$ cat src/rtl/shift_sequencer_if.sv
// Request/response bundle for the iterative shifter.
// Latency: none (wires only).
// Backpressure: o_ready from the slave gates i_req from the master.
interface shift_sequencer_if;
    logic        i_req;
    logic [31:0] i_in_a;
    logic [4:0]  i_in_b;
    logic [2:0]  i_funct3;
    logic        i_funct7_5;
    logic        i_kill;
    logic        o_ready;
    logic        o_valid;
    logic [31:0] o_result;
    logic        o_busy;

    modport master (
        output i_req, i_in_a, i_in_b, i_funct3, i_funct7_5, i_kill,
        input  o_ready, o_valid, o_result, o_busy
    );

    modport slave (
        input  i_req, i_in_a, i_in_b, i_funct3, i_funct7_5, i_kill,
        output o_ready, o_valid, o_result, o_busy
    );
endinterface

$ cat src/rtl/shift_sequencer.sv
// Iterative RV32 shifter (SLL/SRL/SRA), 4 bits per step while possible when FAST_STEP=1, else 1 bit.
// Latency: steps+1 cycles from the accepting edge to the single-cycle o_valid pulse.
// Backpressure: one operation in flight; o_ready low while busy, requests then are dropped, not queued.
module shift_sequencer #(
    parameter int unsigned FAST_STEP = 1
) (
    input logic              i_clk_n,
    input logic              i_rst,
    shift_sequencer_if.slave bus
);

    localparam logic [2:0] F3_SLL = 3'b001;
    localparam logic [2:0] F3_SR  = 3'b101;

    typedef enum logic [1:0] {
        IDLE  = 2'd0,
        SHIFT = 2'd1,
        DONE  = 2'd2
    } state_t;

    state_t      state;
    state_t      state_nxt;

    logic [31:0] result_q;
    logic [4:0]  remain_q;
    logic        left_q;
    logic        arith_q;
    logic        sign_q;

    logic        op_ok;
    logic        accept;
    logic        big_step;
    logic        fill;
    logic [4:0]  step;
    logic [4:0]  remain_dec;
    logic [31:0] shifted;

    // Only SLL and SRL/SRA encodings start an operation; kill beats a same-cycle request.
    assign op_ok  = (bus.i_funct3 == F3_SLL) || (bus.i_funct3 == F3_SR);
    assign accept = (state == IDLE) && bus.i_req && !bus.i_kill && op_ok;

    // Large step only while at least four positions remain, so the counter never wraps.
    assign big_step   = (FAST_STEP != 0) && (remain_q >= 5'd4);
    assign step       = big_step ? 5'd4 : 5'd1;
    assign remain_dec = remain_q - step;

    // Vacated bits take the latched sign only for an arithmetic right shift.
    assign fill = arith_q & sign_q;

    // One step of the shifter applied to the working register.
    always_comb begin
        shifted = result_q;
        if (left_q) begin
            shifted = big_step ? {result_q[27:0], 4'b0000} : {result_q[30:0], 1'b0};
        end else begin
            shifted = big_step ? {{4{fill}}, result_q[31:4]} : {fill, result_q[31:1]};
        end
    end

    // Next-state logic: zero amount skips straight to DONE; kill aborts from any busy state.
    always_comb begin
        state_nxt = state;
        case (state)
            IDLE: begin
                if (accept) begin
                    state_nxt = (bus.i_in_b != 5'd0) ? SHIFT : DONE;
                end
            end
            SHIFT: begin
                if (bus.i_kill) begin
                    state_nxt = IDLE;
                end else if (remain_dec == 5'd0) begin
                    state_nxt = DONE;
                end
            end
            DONE: begin
                state_nxt = IDLE;
            end
            default: begin
                state_nxt = IDLE;
            end
        endcase
    end

    // State register; reset wins over kill and request.
    always_ff @(posedge i_clk_n) begin
        if (i_rst) begin
            state <= IDLE;
        end else begin
            state <= state_nxt;
        end
    end

    // Operand capture on acceptance, then one shift step per cycle while in SHIFT.
    always_ff @(posedge i_clk_n) begin
        if (i_rst) begin
            result_q <= 32'h0000_0000;
            remain_q <= 5'd0;
            left_q   <= 1'b0;
            arith_q  <= 1'b0;
            sign_q   <= 1'b0;
        end else if (accept) begin
            result_q <= bus.i_in_a;
            remain_q <= bus.i_in_b;
            left_q   <= (bus.i_funct3 == F3_SLL);
            arith_q  <= (bus.i_funct3 == F3_SR) && bus.i_funct7_5;
            sign_q   <= bus.i_in_a[31];
        end else if ((state == SHIFT) && !bus.i_kill) begin
            result_q <= shifted;
            remain_q <= remain_dec;
        end
    end

    // The result pulse is suppressed by a kill in the same cycle.
    assign bus.o_ready  = (state == IDLE);
    assign bus.o_busy   = (state != IDLE);
    assign bus.o_valid  = (state == DONE) && !bus.i_kill;
    assign bus.o_result = result_q;

endmodule

$ cat src/flat_wrapper.sv
// flat-port wrapper written by rule: the top's interface ports become plain ports
module shift_sequencer_flat 
#(
    parameter int unsigned FAST_STEP = 1
)
  (i_clk_n, i_rst, bus_i_req, bus_i_in_a, bus_i_in_b, bus_i_funct3, bus_i_funct7_5, bus_i_kill, bus_o_ready, bus_o_valid, bus_o_result, bus_o_busy);
  shift_sequencer_if bus_i ();
  input logic i_clk_n;
  input logic i_rst;
  input wire logic [$bits(bus_i.i_req)-1:0] bus_i_req;
  input wire logic [$bits(bus_i.i_in_a)-1:0] bus_i_in_a;
  input wire logic [$bits(bus_i.i_in_b)-1:0] bus_i_in_b;
  input wire logic [$bits(bus_i.i_funct3)-1:0] bus_i_funct3;
  input wire logic [$bits(bus_i.i_funct7_5)-1:0] bus_i_funct7_5;
  input wire logic [$bits(bus_i.i_kill)-1:0] bus_i_kill;
  output wire logic [$bits(bus_i.o_ready)-1:0] bus_o_ready;
  output wire logic [$bits(bus_i.o_valid)-1:0] bus_o_valid;
  output wire logic [$bits(bus_i.o_result)-1:0] bus_o_result;
  output wire logic [$bits(bus_i.o_busy)-1:0] bus_o_busy;
  assign bus_i.i_req = bus_i_req;
  assign bus_i.i_in_a = bus_i_in_a;
  assign bus_i.i_in_b = bus_i_in_b;
  assign bus_i.i_funct3 = bus_i_funct3;
  assign bus_i.i_funct7_5 = bus_i_funct7_5;
  assign bus_i.i_kill = bus_i_kill;
  assign bus_o_ready = bus_i.o_ready;
  assign bus_o_valid = bus_i.o_valid;
  assign bus_o_result = bus_i.o_result;
  assign bus_o_busy = bus_i.o_busy;
  shift_sequencer #(.FAST_STEP(FAST_STEP)) u_core (.i_clk_n(i_clk_n), .i_rst(i_rst), .bus(bus_i));
endmodule
$ cat config.mk
export PLATFORM = sky130hd
export DESIGN_NAME = shift_sequencer_flat
export DESIGN_NICKNAME = d
export VERILOG_FILES = /design/src/rtl/shift_sequencer_if.sv /design/src/rtl/shift_sequencer.sv /design/src/flat_wrapper.sv
export SDC_FILE = /design/constraint.sdc
export NUM_CORES = 1
export LEC_CHECK = 0
export ABC_AREA = 1
export CAP_MARGIN = 20
export CORE_UTILIZATION = 60
export CTS_CLUSTER_DIAMETER = 80
export DETAILED_ROUTE_END_ITERATION = 16
export DONT_BUFFER_PORTS = 1
export GPL_ROUTABILITY_DRIVEN = 0
export PLACE_DENSITY = 0.78
export SYNTH_ARGS = -nofsm -noshare
export SYNTH_HDL_FRONTEND = slang
export SYNTH_SLANG_ARGS = --single-unit
$ cat constraint.sdc
create_clock -name i_clk_n -period 5 [get_ports i_clk_n]
set_clock_uncertainty 0.1 [all_clocks]
set_input_delay 1 -clock i_clk_n [delete_from_list [all_inputs] [get_ports i_clk_n]]
set_output_delay 1 -clock i_clk_n [all_outputs]
set_load 0.01 [all_outputs]
==> reports/qor.tcl, run 1 <==
set qor(period_used_pct) 59.3
set qor(die_w_um) 73.0
set qor(grt_pass1_wl_um) 12700
set qor(path_clk_slew_ns) 0.08
set qor(fin_crit_ns) 2.96
set qor(tritoncts) {built}
set qor(post_synth.cell_area_avg_sq_um) 5.99
set qor(wl_cell_um) 14.3
set qor(powerSeq_uw) 378
set qor(gr_ovfl_total) 0
set qor(yosysSeqAreaShare_pct) 27.8
set qor(place.detailed.hpwl_um) 5470
set qor(number_of_levels_the_h_tree_was_split_into) 2
set qor(syn-num-nets) 552
set qor(maximum_fanout_count_along_the_critical_path) 77
set qor(slowest_delay_ns) 0.57
set qor(synth_adder_area_share_pct) 0.827
set qor(element_type_at_the_critical_path_end) {flop}
set qor(proportion_of_power_drawn_by_flip_flops_and_latches_pct) 50.7
set qor(synth-simple-area-share_pct) 34.9
set qor(detailroute.wirelength.met2_um) 3570
set qor(min_path_type) {reg -> reg}
set qor(post_layout_nonfiller_instances) 551
set qor(yosysWarnings) 0
set qor(totalNegativeSetupSlack_ns) 0
set qor(leakagePower_nw) 1.49
set qor(drt_pre_antenna_iters) 6
set qor(floorplan.die_area_sq_um) 5330
set qor(cts_hold_buf) 0
set qor(cts_made_buffers) 5
set qor(syn_to_final_growth_pct) -0.785
set qor(routed_via_density) 5.80
set qor(netlist_instances) 505
set qor(power_leader) {registers}
set qor(critical-path-top-delay-family) {buffers and inverters}
set qor(worstPathCellList) {nor2_4, nand2_2, buf_4, inv_1, ha_1, nand2_1, nand2_1, nand2_1, nand2_1, nand3_1, nand2_1, nand4_1, nand2_1, inv_1}
set qor(post_synth_instance_area_sq_um) 3030
set qor(drv_slew) 0
set qor(powerComb_uw) 157
set qor(cts_sinks) 42
set qor(p_int_uw) 497
set qor(worstRegToRegCells) 14
set qor(finalSetupViolCount) 0
set qor(antenna_cells_inserted) 0
set qor(outcome) {finished, final reports clean}
set qor(rsz0062_at_grt) {false}
-- run 1: synthesized netlist by cell type --
cell | number | share of area, %
sky130_fd_sc_hd__o21bai_1 | 1 | 0.25
sky130_fd_sc_hd__a31oi_1 | 4 | 0.83
sky130_fd_sc_hd__buf_2 | 10 | 1.7
sky130_fd_sc_hd__nand2_1 | 147 | 18
sky130_fd_sc_hd__buf_4 | 3 | 0.74
sky130_fd_sc_hd__buf_6 | 11 | 4.1
sky130_fd_sc_hd__or2_2 | 1 | 0.21
sky130_fd_sc_hd__o21ai_1 | 22 | 3.6
sky130_fd_sc_hd__dfxtp_1 | 42 | 28
sky130_fd_sc_hd__nor2_1 | 12 | 1.5
sky130_fd_sc_hd__inv_1 | 79 | 9.8
sky130_fd_sc_hd__inv_2 | 4 | 0.50
sky130_fd_sc_hd__a22oi_1 | 2 | 0.50
sky130_fd_sc_hd__a21oi_1 | 30 | 5.0
sky130_fd_sc_hd__clkbuf_1 | 6 | 0.74
sky130_fd_sc_hd__nand3_1 | 56 | 9.3
sky130_fd_sc_hd__o221ai_1 | 2 | 0.58
sky130_fd_sc_hd__nand3_4 | 1 | 0.58
sky130_fd_sc_hd__ha_1 | 2 | 0.83
sky130_fd_sc_hd__a41oi_1 | 2 | 0.58
sky130_fd_sc_hd__nor3_1 | 4 | 0.66
sky130_fd_sc_hd__nand4_1 | 5 | 1.0
sky130_fd_sc_hd__nor2_4 | 2 | 0.74
sky130_fd_sc_hd__nand2_2 | 13 | 2.7
sky130_fd_sc_hd__a41oi_2 | 1 | 0.54
sky130_fd_sc_hd__o21ai_0 | 43 | 7.1
-- run 1: per-stage QoR --
step | hold WS, ns | setup WS [ns] | power (mW) | area [sq um]
4_1_cts | 0.399 | 2.10 | 0.745 | 2980
2_1_floorplan | 0.359 | 2.61 | 0.523 | 3030
6_report | 0.398 | 2.04 | 0.746 | 3000
3_5_place_dp | 0.387 | 2.12 | 0.537 | 2900
3_3_place_gp | 0.381 | 2.17 | 0.534 | 2900
5_1_grt | 0.411 | 1.74 | 0.788 | 3000
-- run 1: final timing paths --
path	end	slack [ns]
max	u_core.state[0]	2.04
min	u_core.sign_q	0.40
max reg2reg	u_core.state[0]	2.04
min reg2reg	u_core.sign_q	0.40
-- run 1: cells in the final DEF, fill, tap and decap left out, drive strengths merged --
master	synthesis	layout
clkbuf	6	7
a22oi	2	2
o221ai	2	2
o21ai	65	65
nand2	160	160
nand3	57	57
a41oi	3	3
nand4	5	5
o21bai	1	1
nor3	4	4
a21oi	30	30
a31oi	4	4
or2	1	1
ha	2	2
nor2	14	14
buf	24	2
dfxtp	42	42
inv	83	83
-- run 1: state kept, by name, summed over array words and instances, names as in the netlist --
signal and cells:
u_core.arith_q 1, u_core.bus.o_result 32, u_core.remain_q 5, u_core.left_q 1
u_core.state 2, u_core.sign_q 1
-- run 1: area by class of cell --
cell class | instances | area [sq um]
timing repair buffer | 2 | 35.0
multi-input combinational | 350 | 1660
sequential | 42 | 841
inverter | 83 | 312
fill | 486 | 1780
clock buffer | 7 | 76.3
tap | 67 | 83.8
==> run_1/clock_wires.png <==
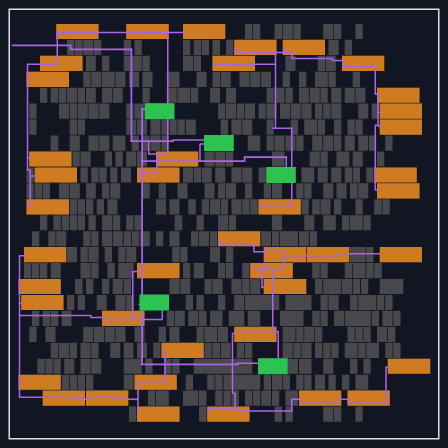
[flip-flops] orange | count: 42
[clock-net drivers] green | count: 5
[clock wires] purple | length: 568 um
routed clock nets: 6
flops lie: widely spread
clock network latency to the later pin of the worst-skew pair: 0.30 ns
clock network power: 210 uW
Clk network pwr share: 28.2%

==> run_1/class_map.png <==
Bar = 20 um.
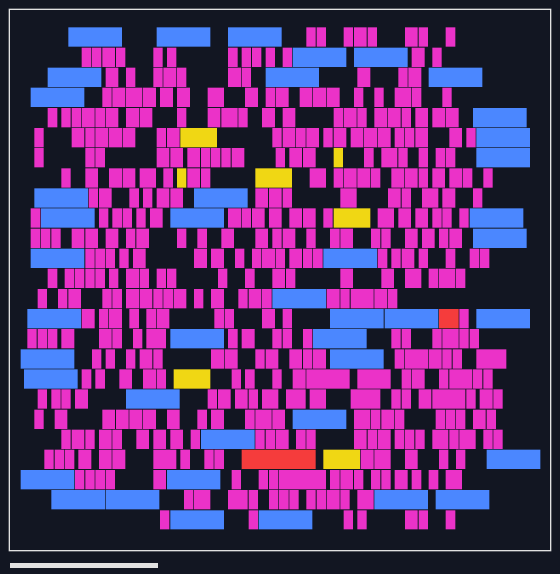
[remaining buffers and delay cells] red | cells: 2 | share of their area: 1.2%
[remaining logic cells] magenta | cells: 433 | share of their area: 67%
[registers] blue | cells: 42 | share of their area: 29%
[clock drivers and dummy loads] yellow | cells: 7 | share of their area: 2.6%
final standard cell utilization of the core: 62.7%
Layout Cell Area excl Fill: 3000 sq um
fraction of area in registers: 28.0%
placeable core region: 4790 sq um
number of standard-cell rows in the floorplan: 25

==> run_1/floorplan.png <==
Bar = 20 um. Pins as bars on the die edge. Tap cells in grey.
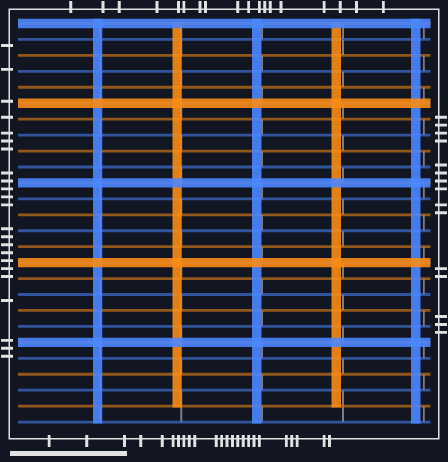
[VSS] blue
[VDD] orange
met5 straps: 5
met1 rails: 26
met4 straps: 5
signal pins: 80
largest voltage drop on the vdd net: 131 uV
Die Y: 73.0 um

==> inputs of run 2 (changes only) <==
==> constraint.sdc (replaced) <==
create_clock -name i_clk_n -period 2.85 [get_ports i_clk_n]
set_clock_uncertainty 0.1 [all_clocks]
set_input_delay 0.57 -clock i_clk_n [delete_from_list [all_inputs] [get_ports i_clk_n]]
set_output_delay 0.57 -clock i_clk_n [all_outputs]
set_load 0.01 [all_outputs]
==> run_2/placed.png <==
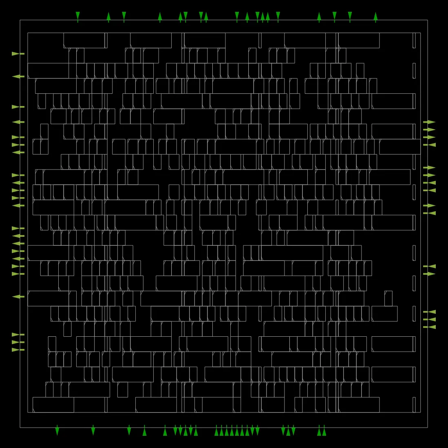
layout sequential cell count: 42
tap cell count: 67

==> reports/qor.tcl, run 2 <==
set qor(setup_ws_ns) 0.742
set qor(cts_sinks) 42
set qor(path_clk_slew_ns) 0.09
set qor(netlist_instances) 505
set qor(finalSetupViolCount) 0
set qor(die_height_um) 73.0
set qor(top_cell_type_by_instance_count_after_synthesis) {sky130_fd_sc_hd__nand2_1}
set qor(grt_pass1_wl_um) 12800
set qor(antenna_cells_inserted) 0
set qor(outcome) {finished, final reports clean}
set qor(drv_slew) 0
set qor(wl_cell_um) 14.5
set qor(yosysWarnings) 0
set qor(vdd_drop_max_uv) 247
set qor(synth_top_cell_by_area) {sky130_fd_sc_hd__dfxtp_1}
set qor(place_ws_ns) 0.774
set qor(drt_pre_antenna_iters) 6
set qor(yosysSeqAreaShare_pct) 27.8
set qor(lay_top_count) {sky130_fd_sc_hd__nand2_1}
set qor(number_of_levels_the_h_tree_was_split_into) 2
set qor(floorplan.die_area_sq_um) 5330
set qor(period_used_pct) 74.0
set qor(synthFlopType) {sky130_fd_sc_hd__dfxtp_1}
set qor(synth_top_cells_by_count) {sky130_fd_sc_hd__nand2_1, sky130_fd_sc_hd__inv_1, sky130_fd_sc_hd__nand3_1}
set qor(syn_to_final_growth_pct) 0.248
set qor(final_layout_top_logic_cells) {sky130_fd_sc_hd__nand2_1, sky130_fd_sc_hd__inv_1, sky130_fd_sc_hd__nand3_1}
set qor(element_type_at_the_critical_path_end) {flop}
set qor(worstSkewPairLatency_ns) 0.30
set qor(core-area_sq_um) 4790
set qor(min_path_type) {in -> reg}
set qor(cts_made_buffers) 5
set qor(totalNegativeSetupSlack_ns) 0
set qor(tritoncts) {built}
set qor(post_synth_instance_area_sq_um) 3030
set qor(post_synth.cell_area_avg_sq_um) 5.99
set qor(leakagePower_nw) 1.51
set qor(top_cells_by_area) {sky130_fd_sc_hd__dfxtp_1, sky130_fd_sc_hd__nand2_1, sky130_fd_sc_hd__inv_1, sky130_fd_sc_hd__nand3_1, sky130_fd_sc_hd__o21ai_0}
set qor(edff_count_synth) 0
run 2: kinds of logic after synthesis:
group                      share of synthesized area [%]
and+or+nand+nor                                     34.9
buffers and inverters                               17.5
AOI/OAI and AO/OA                                   19.0
DFF                                                 27.8
adders and majority gates                          0.827
run 2: worst paths after layout:
path	from	end	slack (ns)	depth (start not counted)
setup reg to reg	u_core.remain_q[3]	u_core.state[1]	0.74	11
setup / recovery	u_core.remain_q[3]	u_core.state[1]	0.74	11
hold reg to reg	u_core.sign_q	u_core.sign_q	0.39	2
hold / removal	i_rst	u_core.bus.o_result[0]	0.22	1
run 2: layout make-up:
| type | instances | area [sq um] |
|---|---|---|
| repair buffers | 4 | 30.0 |
| inverters | 83 | 312 |
| clock inverters | 1 | 30.0 |
| multi-input cells | 350 | 1660 |
| fillers | 479 | 1750 |
| clock buffers | 6 | 82.6 |
| well taps | 67 | 83.8 |
| flip-flops and latches | 42 | 841 |
run 2: power by group:
| part | leakage (nW) | internal (mW) | total (mW) | switching (mW) |
|---|---|---|---|---|
| sequential | 0.342 | 0.617 | 0.663 | 0.0458 |
| combinational | 1.11 | 0.0831 | 0.275 | 0.192 |
| clock | 0.0573 | 0.281 | 0.495 | 0.214 |
| total | 1.51 | 0.981 | 1.43 | 0.452 |
run 2: critical path: stages (launching register included):
cell,delay (ns)
sky130_fd_sc_hd__dfxtp_1,0.37
sky130_fd_sc_hd__nor2_4,0.15
sky130_fd_sc_hd__nand2_2,0.06
sky130_fd_sc_hd__inv_1,0.33
sky130_fd_sc_hd__ha_1,0.34
sky130_fd_sc_hd__nand2_1,0.13
sky130_fd_sc_hd__nand3_1,0.08
sky130_fd_sc_hd__nand2_1,0.10
sky130_fd_sc_hd__nand3_1,0.10
sky130_fd_sc_hd__a21oi_1,0.14
sky130_fd_sc_hd__nand4_1,0.08
sky130_fd_sc_hd__inv_1,0.08
run 2: layer usage:
metal,track usage (%),part of all wire [%],vias up
met2,48.1,45,160
met4,10.9,2.1,0
met5,0,0,-
li1,-,-,1572
met1,41.4,43,1436
met3,7.18,9.8,23
run 2: metrics by stage:
| step | total power, mW | utilization (%) | instances | cell area, sq um | hold WS (ns) |
|---|---|---|---|---|---|
| 5_1_grt | 1.50 | 63.4 | 553 | 3030 | 0.212 |
| 3_3_place_gp | 0.940 | 61.0 | 546 | 2920 | 0.366 |
| 2_1_floorplan | 0.917 | - | 505 | 3030 | 0.359 |
| 6_report | 1.43 | 63.4 | 553 | 3030 | 0.223 |
| 3_5_place_dp | 0.945 | 61.0 | 546 | 2920 | 0.368 |
| 4_1_cts | 1.43 | 63.4 | 553 | 3030 | 0.221 |
Power and IR drop assume default switching activity.
